==> src/rtl/adc_pkg.sv <==
// rtl/adc_pkg.sv - shared definitions for the ADCxx1S101 burst capture engine
//
// Holds the capture FSM state encoding, the fixed ADC frame geometry and a
// parameter legality check used at elaboration by the top level.
package adc_pkg;

    typedef enum logic [2:0] {
        ST_IDLE,
        ST_FRAME,
        ST_QUIET,
        ST_HOLD,
        ST_DONE
    } adc_state_t;

    // One conversion frame is 16 SCLK periods; the ADC shifts out three
    // leading zeros before the sample MSB.
    localparam int FRAME_SCLKS = 16;
    localparam int LEAD_ZEROS  = 3;

    function automatic bit params_legal(
        input int adc_bits,
        input int out_width,
        input int sclk_div,
        input int quiet_cycles,
        input int burst_len,
        input int avg_log2
    );
        return (adc_bits == 8 || adc_bits == 10 || adc_bits == 12)
            && (out_width >= 1 && out_width <= 16)
            && (sclk_div >= 1)
            && (quiet_cycles >= 1)
            && (burst_len >= 1 && burst_len <= 255)
            && (avg_log2 >= 0 && avg_log2 <= 3);
    endfunction

endpackage

==> src/rtl/adc_sclk_gen.sv <==
// rtl/adc_sclk_gen.sv - SCLK divider and rising-edge counter for one ADC frame
//
// Ports:
//   clk, reset   system clock, asynchronous active-high reset
//   en           high while the FSM is in FRAME; low parks sclk high
//   sclk         ADC serial clock (idles high, falls first)
//   sample       high in the clk cycle whose closing edge drives sclk rising
//   edge_idx     index (0..15) of the rising edge flagged by sample
//   frame_end    sample of the last rising edge of the frame
module adc_sclk_gen
    import adc_pkg::*;
#(
    parameter int SCLK_DIV = 2
) (
    input  logic       clk,
    input  logic       reset,
    input  logic       en,
    output logic       sclk,
    output logic       sample,
    output logic [3:0] edge_idx,
    output logic       frame_end
);

    localparam int DIV_W = $clog2(SCLK_DIV + 1);

    logic [DIV_W-1:0] div_cnt;
    logic [3:0]       edge_cnt;
    logic             sclk_q;
    logic             toggle;

    assign toggle = en && (div_cnt == DIV_W'(SCLK_DIV - 1));

    always_ff @(posedge clk or posedge reset) begin
        if (reset) begin
            div_cnt  <= '0;
            edge_cnt <= '0;
            sclk_q   <= 1'b1;
        end else if (!en) begin
            div_cnt  <= '0;
            edge_cnt <= '0;
            sclk_q   <= 1'b1;
        end else if (toggle) begin
            div_cnt <= '0;
            sclk_q  <= ~sclk_q;
            // The edge counter advances after each rising edge it has flagged.
            if (!sclk_q) begin
                edge_cnt <= edge_cnt + 4'd1;
            end
        end else begin
            div_cnt <= div_cnt + DIV_W'(1);
        end
    end

    assign sclk      = sclk_q;
    assign sample    = toggle && !sclk_q;
    assign edge_idx  = edge_cnt;
    assign frame_end = sample && (edge_cnt == 4'(FRAME_SCLKS - 1));

endmodule

==> src/rtl/adcxx1s_burst_capture.sv <==
// rtl/adcxx1s_burst_capture.sv - burst/averaging capture engine for ADCxx1S101
//
// Ports:
//   clk, reset          system clock, asynchronous active-high reset
//   adc_capture_start   one-cycle start pulse, honoured only when idle
//   fifo_full           pixel FIFO full; holds the pending word
//   sdata               ADC serial data
//   adc_capture_done    one-cycle pulse after the last word of a burst
//   busy                capture in progress
//   write_enable        one-cycle FIFO write strobe
//   pixel_data          word presented with write_enable
//   sclk, cs_n          ADC serial clock and chip select
module adcxx1s_burst_capture
    import adc_pkg::*;
#(
    parameter int ADC_BITS     = 8,
    parameter int OUT_WIDTH    = 8,
    parameter int SCLK_DIV     = 2,
    parameter int QUIET_CYCLES = 4,
    parameter int BURST_LEN    = 1,
    parameter int AVG_LOG2     = 0
) (
    input  logic                 clk,
    input  logic                 reset,
    input  logic                 adc_capture_start,
    input  logic                 fifo_full,
    input  logic                 sdata,
    output logic                 adc_capture_done,
    output logic                 busy,
    output logic                 write_enable,
    output logic [OUT_WIDTH-1:0] pixel_data,
    output logic                 sclk,
    output logic                 cs_n
);

    if (!params_legal(ADC_BITS, OUT_WIDTH, SCLK_DIV, QUIET_CYCLES, BURST_LEN, AVG_LOG2)) begin : g_bad_params
        $error("adcxx1s_burst_capture: illegal parameter combination");
    end

    localparam int ACC_W = ADC_BITS + AVG_LOG2;
    localparam int NFR   = 1 << AVG_LOG2;
    localparam int QW    = $clog2(QUIET_CYCLES + 1);
    localparam logic [3:0] SLOT_LO = 4'(LEAD_ZEROS);
    localparam logic [3:0] SLOT_HI = 4'(LEAD_ZEROS + ADC_BITS - 1);

    adc_state_t state, state_nxt;

    logic                 start_q;
    logic [ADC_BITS-1:0]  shreg;
    logic [ACC_W-1:0]     acc;
    logic [ACC_W-1:0]     acc_sum;
    logic [ADC_BITS-1:0]  avg;
    logic [OUT_WIDTH-1:0] word;
    logic [2:0]           frm_cnt;
    logic [7:0]           word_cnt;
    logic [QW-1:0]        q_cnt;
    logic                 out_valid;
    logic [OUT_WIDTH-1:0] out_q;

    logic       sample, frame_end;
    logic [3:0] edge_idx;
    logic       in_slot, word_done, last_word, out_free, quiet_done;

    adc_sclk_gen #(
        .SCLK_DIV (SCLK_DIV)
    ) u_sclk_gen (
        .clk       (clk),
        .reset     (reset),
        .en        (state == ST_FRAME),
        .sclk      (sclk),
        .sample    (sample),
        .edge_idx  (edge_idx),
        .frame_end (frame_end)
    );

    assign in_slot    = (edge_idx >= SLOT_LO) && (edge_idx <= SLOT_HI);
    assign word_done  = frame_end && (frm_cnt == 3'(NFR - 1));
    assign last_word  = (word_cnt == 8'(BURST_LEN - 1));
    assign quiet_done = (q_cnt == QW'(QUIET_CYCLES - 1));

    // fifo_full is used combinationally so a word leaves the cycle it drops.
    assign write_enable = out_valid && !fifo_full;
    // A word leaving this cycle frees the register for the next frame.
    assign out_free     = !out_valid || write_enable;

    // The final sample bit lands before the frame's last rising edge, so the
    // shift register already holds the full sample when frame_end fires.
    assign acc_sum = acc + ACC_W'(shreg);
    assign avg     = ADC_BITS'(acc_sum >> AVG_LOG2);

    if (OUT_WIDTH <= ADC_BITS) begin : g_out_narrow
        assign word = OUT_WIDTH'(avg >> (ADC_BITS - OUT_WIDTH));
    end else begin : g_out_wide
        assign word = OUT_WIDTH'(avg) << (OUT_WIDTH - ADC_BITS);
    end

    // State register
    always_ff @(posedge clk or posedge reset) begin
        if (reset) begin
            state <= ST_IDLE;
        end else begin
            state <= state_nxt;
        end
    end

    // Next-state logic
    always_comb begin
        state_nxt = state;
        unique case (state)
            ST_IDLE: begin
                if (start_q) state_nxt = ST_FRAME;
            end
            ST_FRAME: begin
                if (frame_end) state_nxt = ST_QUIET;
            end
            ST_QUIET: begin
                if (write_enable && last_word) state_nxt = ST_DONE;
                else if (quiet_done)           state_nxt = out_free ? ST_FRAME : ST_HOLD;
            end
            ST_HOLD: begin
                if (write_enable && last_word) state_nxt = ST_DONE;
                else if (out_free)             state_nxt = ST_FRAME;
            end
            ST_DONE: begin
                state_nxt = ST_IDLE;
            end
            default: state_nxt = ST_IDLE;
        endcase
    end

    // Output decode
    always_comb begin
        cs_n             = 1'b1;
        busy             = 1'b0;
        adc_capture_done = 1'b0;
        unique case (state)
            ST_FRAME: begin
                cs_n = 1'b0;
                busy = 1'b1;
            end
            ST_QUIET, ST_HOLD: busy = 1'b1;
            ST_DONE:           adc_capture_done = 1'b1;
            default: ;
        endcase
    end

    assign pixel_data = out_q;

    // Datapath
    always_ff @(posedge clk or posedge reset) begin
        if (reset) begin
            start_q   <= 1'b0;
            shreg     <= '0;
            acc       <= '0;
            frm_cnt   <= '0;
            word_cnt  <= '0;
            q_cnt     <= '0;
            out_valid <= 1'b0;
            out_q     <= '0;
        end else begin
            // Registering the start gives the one-cycle gap before cs_n falls;
            // clearing on itself keeps a held start from re-arming.
            start_q <= (state == ST_IDLE) && adc_capture_start && !start_q;

            if (state != ST_QUIET) begin
                q_cnt <= '0;
            end else if (!quiet_done) begin
                q_cnt <= q_cnt + QW'(1);
            end

            if (sample && in_slot) begin
                shreg <= {shreg[ADC_BITS-2:0], sdata};
            end

            if (state == ST_IDLE) begin
                acc     <= '0;
                frm_cnt <= '0;
            end else if (word_done) begin
                acc     <= '0;
                frm_cnt <= '0;
            end else if (frame_end) begin
                acc     <= acc_sum;
                frm_cnt <= frm_cnt + 3'd1;
            end

            if (word_done) begin
                out_q     <= word;
                out_valid <= 1'b1;
            end else if (write_enable) begin
                out_valid <= 1'b0;
            end

            if (state == ST_IDLE) begin
                word_cnt <= '0;
            end else if (write_enable) begin
                word_cnt <= word_cnt + 8'd1;
            end
        end
    end

endmodule

==> config.mk <==
export PLATFORM = sky130hd
export DESIGN_NAME = adcxx1s_burst_capture
export DESIGN_NICKNAME = d
export VERILOG_FILES = /design/src/rtl/adc_pkg.sv /design/src/rtl/adc_sclk_gen.sv /design/src/rtl/adcxx1s_burst_capture.sv
export SDC_FILE = /design/constraint.sdc
export NUM_CORES = 1
export LEC_CHECK = 0
export CAP_MARGIN = 20
export CORE_MARGIN = 2
export CORE_UTILIZATION = 45
export DETAILED_ROUTE_END_ITERATION = 10
export GPL_ROUTABILITY_DRIVEN = 0
export HOLD_SLACK_MARGIN = 0.08
export PLACE_DENSITY = 0.7
export SETUP_SLACK_MARGIN = 0.4
export SKIP_LAST_GASP = 1
export SLEW_MARGIN = 40
export SYNTH_ARGS = -nofsm -noshare
export SYNTH_HDL_FRONTEND = slang
export SYNTH_SLANG_ARGS = --single-unit
==> constraint.sdc <==
create_clock -name clk -period 2.1 [get_ports clk]
set_input_delay 0.315 -clock clk [delete_from_list [all_inputs] [get_ports clk]]
set_output_delay 0.315 -clock clk [all_outputs]
set_load 0.03 [all_outputs]
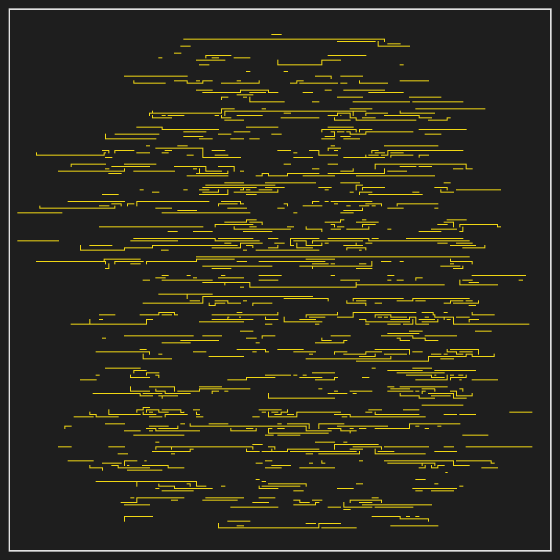
run_1/layer_met1.png
nets with wire on the layer	296
wire length on this layer	2410 um
via count: 1925
routed wire length: 5.171 mm

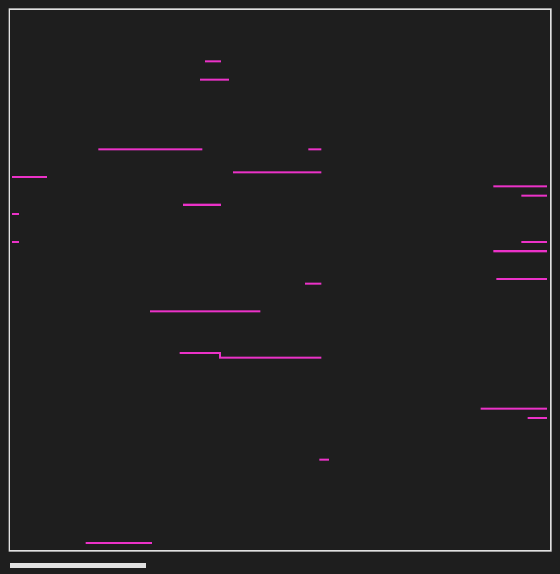
run_1/layer_met3.png
Scale bar: 20 um.
wire length on this layer	138 um
main direction	horizontal
GR met3 Demand/Resource: 0.03636

==> flow_summary.toml, run 1 <==
# synthesis and place-and-route metrics
[placement]
dp_hpwl_mm = 3.265
io_buffers = 17
dpl-instance-area_sq_mm = 0.002883

[setup_path]
critPathCaptureType = "flip-flop"
cp.depth = 7
worst-r2r-setup-slack_ns = 0.11
cp.buffers_inverters = 0
startpoint = "acc[0]"
reg2reg_to = "pixel_data[6]"
slowest_delay_ns = 0.39
worst_r2r_startpoint = "acc[0]"
r2r_cells = 7
cp_slowest_cell = "dfrtp_1"
cp.arrival_ns = 2.18

[routing]
met2WireLength_mm = 2.517
dr_wl_met3_um = 137
drtPass1Iterations = 4
drt-initial-drc-count = 86
drcViolationCount = 0

[finish]
seq_area_sq_mm = 0.001254
buffers_excl_clock = 50
diodes = 0
final_cell_area_sq_mm = 0.003253
logic_area_sq_mm = 0.001351
lay_top_count = "dfrtp_1"
layout.non_clock_inverters = 9
most-common-layout-cells = "dfrtp_1, nand2_1, nor2_1, buf_4"
largest_cell_class = "logic gates"
drive_above_1_share = 0.2915
nets = 315

[cts]
clock_latency_ns = 0.31
clk_pin_slew_ns = 0.09
cts_hold_buf = 0

[power_and_ir_drop]
clkPwrFrac = 0.216
combPwrFrac = 0.329
p_total_mw = 2.692
top_power_group = "sequential cells"
p_leak_nw = 1.656
seqPwrFrac = 0.456
p_int_mw = 1.801
p_per_area_mw_per_mm2 = 827.4
comb-power_uw = 884
swShare = 0.3308

[final_timing]
period_used_share = 0.9472
rsz0062_at_grt = "true"
slew_headroom = 0.5967
final-max-slew-violation-count = 0
min_period_ns = 1.989
setup_tns_ns = 0
hold_viol_final = 0

[run_status]
outcome = "completed"

[flow_run]
max_cap_violations = 0
warnings = 32

[synthesis]
synth_cell_types = 47
seq_area_frac_synth = 0.4914
syn-cell-area_sq_mm = 0.002549
yosys-stat-area_sq_mm = 0.002549
synth-warning-count = 0
syn_nets = 266
ys_ff = 50
async_reset_ff_frac = 1.000

[floorplan]
coreArea_sq_mm = 0.005473
nWellTaps = 72
die_y_um = 79.26
die-area_sq_mm = 0.006281
rows = 27

[global_route]
grt_max_degree = 25
grt-busiest-layer = "met2"
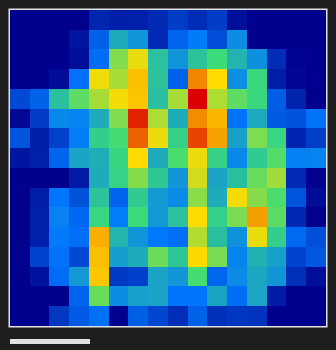
run_1/metal_density.png
Scale bar: 20 um. The die is cut into 16 by 16 equal tiles; dark blue is low, red is high, scaled to the fullest tile. Values are wire area over tile area, all layers added.
nearly empty tiles	18%
tiles over half the peak	20%
fullest tile	0.43
densest ninth of the die	center
Overall Global Routing Usage: 0.1776
Avg WL per Cell: 14.09 um

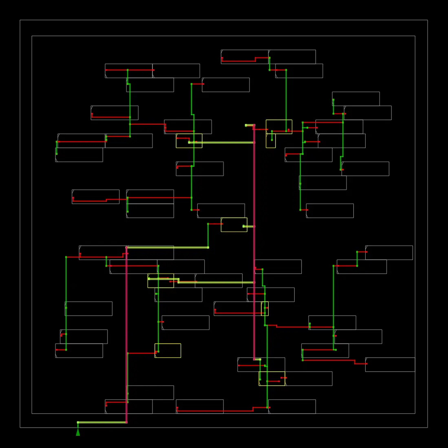
run_1/clocks.png
clkbuf count: 7
Clk power: 581 uW
Num CTS Buffers: 5

==> run 1: synthesized netlist by cell type (2+ instances only) <==
master    number  area, sq um
and3_1         2        12.51
nand3_1        3        15.01
a211oi_1       2        15.01
clkbuf_1       3        11.26
nor3_1         5        25.02
a22o_1         8        70.07
dfrtp_1       49         1226
and2_1         3        18.77
inv_1          9        33.78
o21ai_0        6        30.03
buf_2          2        10.01
mux2i_1        2        20.02
or3b_1         2        17.52
nor2b_1        3        18.77
xnor2_1        6        52.55
nand4_1        4        25.02
and3b_1        2        17.52
a21oi_1        8        40.04
buf_6          2        22.52
mux2_2         9        101.4
xor2_1         9        78.83
a21o_1         3        22.52
nor2_1        30        112.6
nand2_1       34        127.6
ha_1          15        187.7
o211ai_1       3        22.52
==> run 1: logic make-up after synthesis <==
| group | Yosys count | synth area share |
|---|---|---|
| DFF | 50 | 0.4914 |
| buffers and inverters | 17 | 0.03534 |
| muxes | 12 | 0.05204 |
| AOI/OAI and AO/OA | 37 | 0.1001 |
| xor gates and xnor gates | 15 | 0.05155 |
| adders and majority gates | 16 | 0.08149 |
| and+or+nand+nor | 98 | 0.1880 |
==> run 1: per-stage QoR <==
step           instances  worst slack [ns]
6_report             367            0.1108
5_1_grt              367          0.007403
4_1_cts              361            0.1447
3_5_place_dp         339           0.04557
3_3_place_gp         339            0.1315
2_1_floorplan        245           0.09406
==> run 1: state kept, by name, indices dropped and copies added, names as in the netlist <==
name,flops
acc,8
frm_cnt,3
out_valid,1
pixel_data,8
q_cnt,3
shreg,8
start_q,1
state,3
u_sclk_gen.div_cnt,2
u_sclk_gen.edge_idx,4
u_sclk_gen.sclk,1
word_cnt,8
==> run 1: what timing repair did <==
item,4_1_cts,5_1_grt
pin swaps,20,11
hold endpoints to repair,0,0
setup endpoints to repair,30,32
setup buffers,14,6
gates resized,27,21
run_1/placement_by_type.png
Fill, decap, tap and diode cells in gray.
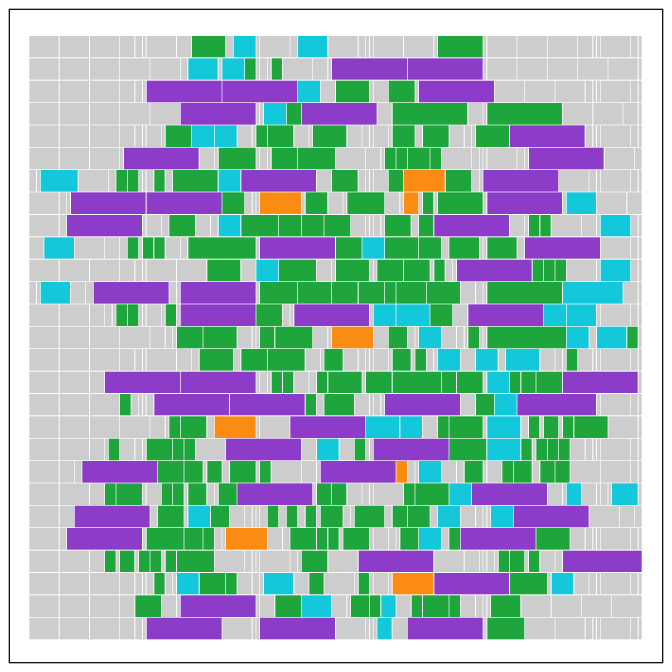

## Run 2: what changed since run 1
SETUP_SLACK_MARGIN = unset   (was 0.4)
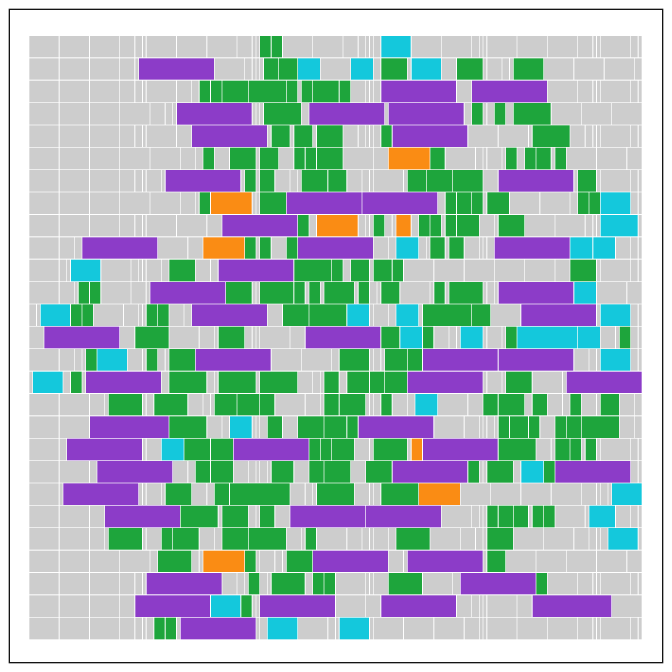
run_2/placement_by_type.png
Fill, decap, tap and diode cells in gray.
class	color	cells	share of their area
clock drivers and dummy loads	orange	8	3.2%
sequential cells	purple	50	43%
combinational and other logic	green	187	43%
remaining buffers and delay cells	cyan	32	10%
Seq/total area: 0.4215
std cell rows: 27
Finished Cell Area: 0.002974 sq mm
core footprint: 0.005473 sq mm
post-route core utilization: 0.5434

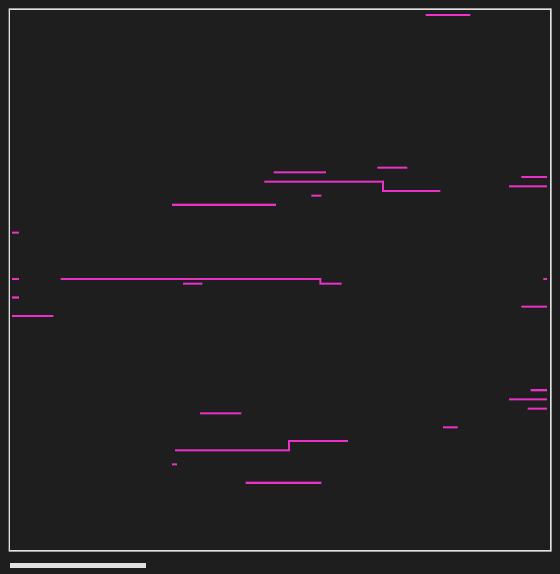
run_2/layer_met3.png
Scale bar: 20 um.
GR met3 Demand/Resource: 0.04091
routed wire length: 4.636 mm
via count: 1829

==> flow_summary.toml, run 2 <==
# synthesis and place-and-route metrics
[synthesis]
synth_cell_types = 47
top_cell = "dfrtp_1"
syn-cell-area_sq_mm = 0.002549
top_cell_area_share = 0.4811
async_reset_ff_frac = 1.000
seq_area_frac_synth = 0.4914
yosys-stat-area_sq_mm = 0.002549
syn_nets = 266
synth_top_cell_by_area = "dfrtp_1"
synth-warning-count = 0
ys_ff = 50
yosys-top-cells-count = "dfrtp_1, nand2_1, nor2_1, ha_1"

[cts]
clk_pin_slew_ns = 0.09
cts_hold_buf = 0
clock_latency_ns = 0.31
post_cts_buffers = 0
cts_inserted_buffers = 5

[placement]
io_buffers = 17
place_ws_ns = 0.04548
dpl-instance-area_sq_mm = 0.002875
dp_cells = 341
dp_hpwl_mm = 3.336

[setup_path]
slowest_delay_ns = 0.43
cp.buffers_inverters = 0
cp_slowest_cell = "fa_1"
critPathCaptureType = "flip-flop"
cp.arrival_ns = 2.28

[routing]
drtPass1Iterations = 4
drt-initial-drc-count = 61
drcViolationCount = 0

[finish]
nets = 297
fin_cells = 349
lay_top_count = "dfrtp_1"
diodes = 0
drive_above_1_share = 0.1480
most-common-layout-cells = "dfrtp_1, nand2_1, nor2_1"

[final_timing]
rsz0062_at_grt = "true"
final.setup.worst_slack_ns = 0.01081
hold_viol_final = 0
slew_headroom = 0.5223
period_used_share = 0.9949
min_period_ns = 2.089
setup_tns_ns = 0

[power_and_ir_drop]
p_leak_nw = 1.532
p_per_area_mw_per_mm2 = 829.6

[floorplan]
die_y_um = 79.26
die-area_sq_mm = 0.006281

[global_route]
gr-usage-all-layers = 0.1656
grt_max_degree = 33

[flow_run]
max_cap_violations = 0
warnings = 30

[worst_hold_path]
hp-class = "in -> async"

[run_status]
outcome = "completed"
[run 2: cell type report]
| cell class | count | area, sq um |
|---|---|---|
| sequential | 50 | 1254 |
| tap | 72 | 90.09 |
| clock inverter | 1 | 5.005 |
| fill | 500 | 2499 |
| clock buffer | 7 | 86.33 |
| multi-input combinational | 178 | 1211 |
| timing repair buffer | 32 | 294.0 |
| inverter | 9 | 33.78 |
[run 2: what timing repair did]
action                                  CTS  global route
endpoints found under the hold margin     0             0
endpoints found under the setup margin    1             4
resized                                   1             3
[run 2: where the power goes]
part	internal (mW)	leakage [nW]	switching, mW
sequential	1.09	0.677	0.118
combinational	0.312	0.808	0.367
clock	0.266	0.0482	0.310
[run 2: layer usage]
metal	vias to the layer above	GRT usage	part of all wire
met1	884	0.2206	0.48
met5	-	0	0
met4	0	0.07586	0.027
li1	905	-	-
met2	30	0.2551	0.45
met3	10	0.04091	0.039
[run 2: final timing paths]
check | from | end | slack (ns) | cells after the start
hold reg to reg | u_sclk_gen.div_cnt[0] | u_sclk_gen.div_cnt[0] | 0.46 | 1
setup / recovery | shreg[0] | pixel_data[6] | 0.01 | 7
min in group clk | u_sclk_gen.div_cnt[0] | u_sclk_gen.div_cnt[0] | 0.46 | 1
max in group asynchronous | reset | shreg[1] | 1.26 | 3
hold / removal | reset | u_sclk_gen.edge_idx[3] | 0.32 | 2
setup reg to reg | shreg[0] | pixel_data[6] | 0.01 | 7
[run 2: cells by family after synthesis]
kind of cell             Yosys count  share of synthesized area
multiplexers                      12                    0.05204
AND-OR/OR-AND                     37                     0.1001
AND/OR/NAND/NOR                   98                     0.1880
adder cells (fa/ha/maj)           16                    0.08149
XOR/XNOR                          15                    0.05155
flip-flops                        50                     0.4914
buffers and inverters             17                    0.03534
run_2/clocks.png
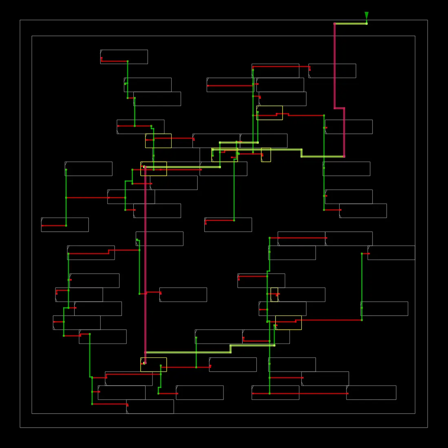

## Run 3: what changed since run 2
PLACE_DENSITY = 0.68   (was 0.7)
clock period = 2.15 ns   (was 2.1 ns; I/O delays follow)
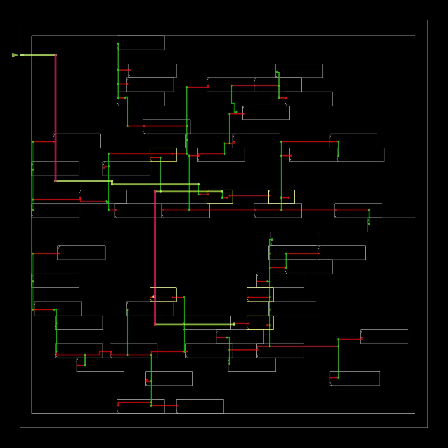
run_3/clocks.png
clkbuf count: 6
Clk power: 524 uW
flip-flops: 50
skew final: 0.005130 ns
worst skew pair latency: 0.29 ns

==> flow_summary.toml, run 3 <==
# synthesis and place-and-route metrics
[placement]
place_ws_ns = 0.07997
io_buffers = 17

[final_timing]
slew_headroom = 0.4943
rsz0062_at_grt = "true"
hold_viol_final = 0
setup_tns_ns = 0
final.setup.worst_slack_ns = 0.07904

[setup_path]
slowest_delay_ns = 0.42
cp.arrival_ns = 2.25
cp.buffers_inverters = 0
cp_slowest_cell = "fa_1"
cp.depth = 7
startpoint = "shreg[0]"
worst_r2r_startpoint = "shreg[0]"

[synthesis]
async_reset_ff_frac = 1.000
yosys-stat-area_sq_mm = 0.002549
syn-cell-area_sq_mm = 0.002549
seq_area_frac_synth = 0.4914
synth_top_cell_by_area = "dfrtp_1"
ys_ff = 50
synth_cell_types = 47
top_cell_area_share = 0.4811
synth-warning-count = 0

[power_and_ir_drop]
p_per_area_mw_per_mm2 = 797.3
p_seq_mw = 1.18
top_power_group = "sequential cells"
p_switching_uw = 749.2
combPwrFrac = 0.283
swShare = 0.3155
p_int_mw = 1.626
seqPwrFrac = 0.496
p_leak_nw = 1.539

[worst_hold_path]
hp-class = "in -> async"

[finish]
nets = 299
logic_area_sq_mm = 0.001211
most-common-layout-cells = "dfrtp_1, nand2_1, nor2_1"

[floorplan]
die_y_um = 79.26
coreArea_sq_mm = 0.005473

[global_route]
grt_max_degree = 22
use_met3 = 0.04091

[routing]
drtPass1Iterations = 4
drcViolationCount = 0

[run_status]
outcome = "completed"

[flow_run]
warnings = 30
max_cap_violations = 0
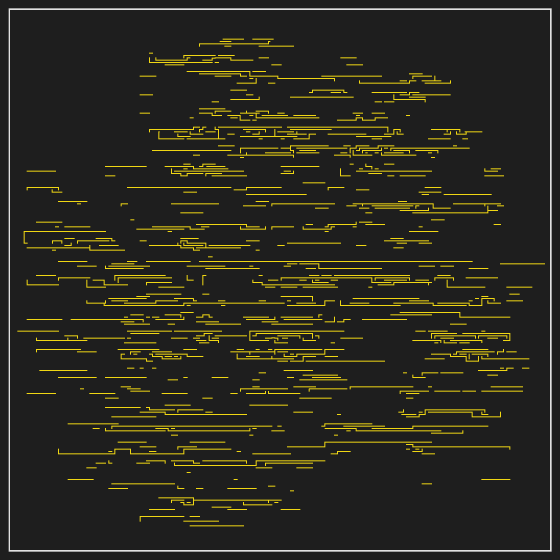
run_3/layer_met1.png
routed wire length: 4.695 mm
met1 Track Usage GR: 0.2166
via count: 1832

## run 3: cell counts after synthesis
Identical to the previous run, type by type.
## run 3: what timing repair did
action	CTS	global route
buffers inserted	0	1
resized	1	2
endpoints found under the setup margin	1	4
endpoints found under the hold margin	0	0
cloned	0	0
## run 3: metrics by stage
stage          instances  instance area [sq um]  hold slack, ns    util
2_1_floorplan        245                   2549          0.4244       -
3_3_place_gp         342                   2883          0.4370  0.5267
3_5_place_dp         342                   2883          0.4485  0.5267
4_1_cts              348                   2964          0.3765  0.5416
5_1_grt              349                   2979          0.3780  0.5444
6_report             349                   2979          0.3687  0.5444
## run 3: cell type report
| type | count | share of cell area |
|---|---|---|
| multi-input cells | 178 | 0.4066 |
| flip-flops and latches | 50 | 0.4204 |
| clock buffers | 6 | 0.02772 |
| well taps | 72 | 0.03024 |
| inverters | 9 | 0.01134 |
| repair buffers | 34 | 0.1037 |
## run 3: path summary, 6_finish.rpt
path	to	slack, ns
max in group asynchronous	shreg[1]	1.25
min in group clk	u_sclk_gen.div_cnt[0]	0.46
max reg2reg	pixel_data[6]	0.08
min	u_sclk_gen.edge_idx[1]	0.37
min reg2reg	u_sclk_gen.div_cnt[0]	0.46
max	pixel_data[6]	0.08
## run 3: worst reg2reg max path, cell delays in order, from the launching register on
cell and delay (ns):
dfrtp_1 0.40, ha_1 0.25, fa_1 0.42, a211oi_2 0.24, o21bai_1 0.10, a21oi_1 0.18, xnor2_1 0.09, mux2_1 0.29
## run 3: cell families (layout without fill, tap and decap cells)
group                      after synthesis  count (layout)  synth area share
adders and majority gates               16              16           0.08149
and+or+nand+nor                         98              98            0.1880
xor gates and xnor gates                15              15           0.05155
buffers and inverters                   17              49           0.03534
DFF                                     50              50            0.4914
AOI/OAI and AO/OA                       37              37            0.1001
muxes                                   12              12           0.05204
Power and IR drop assume default switching activity.
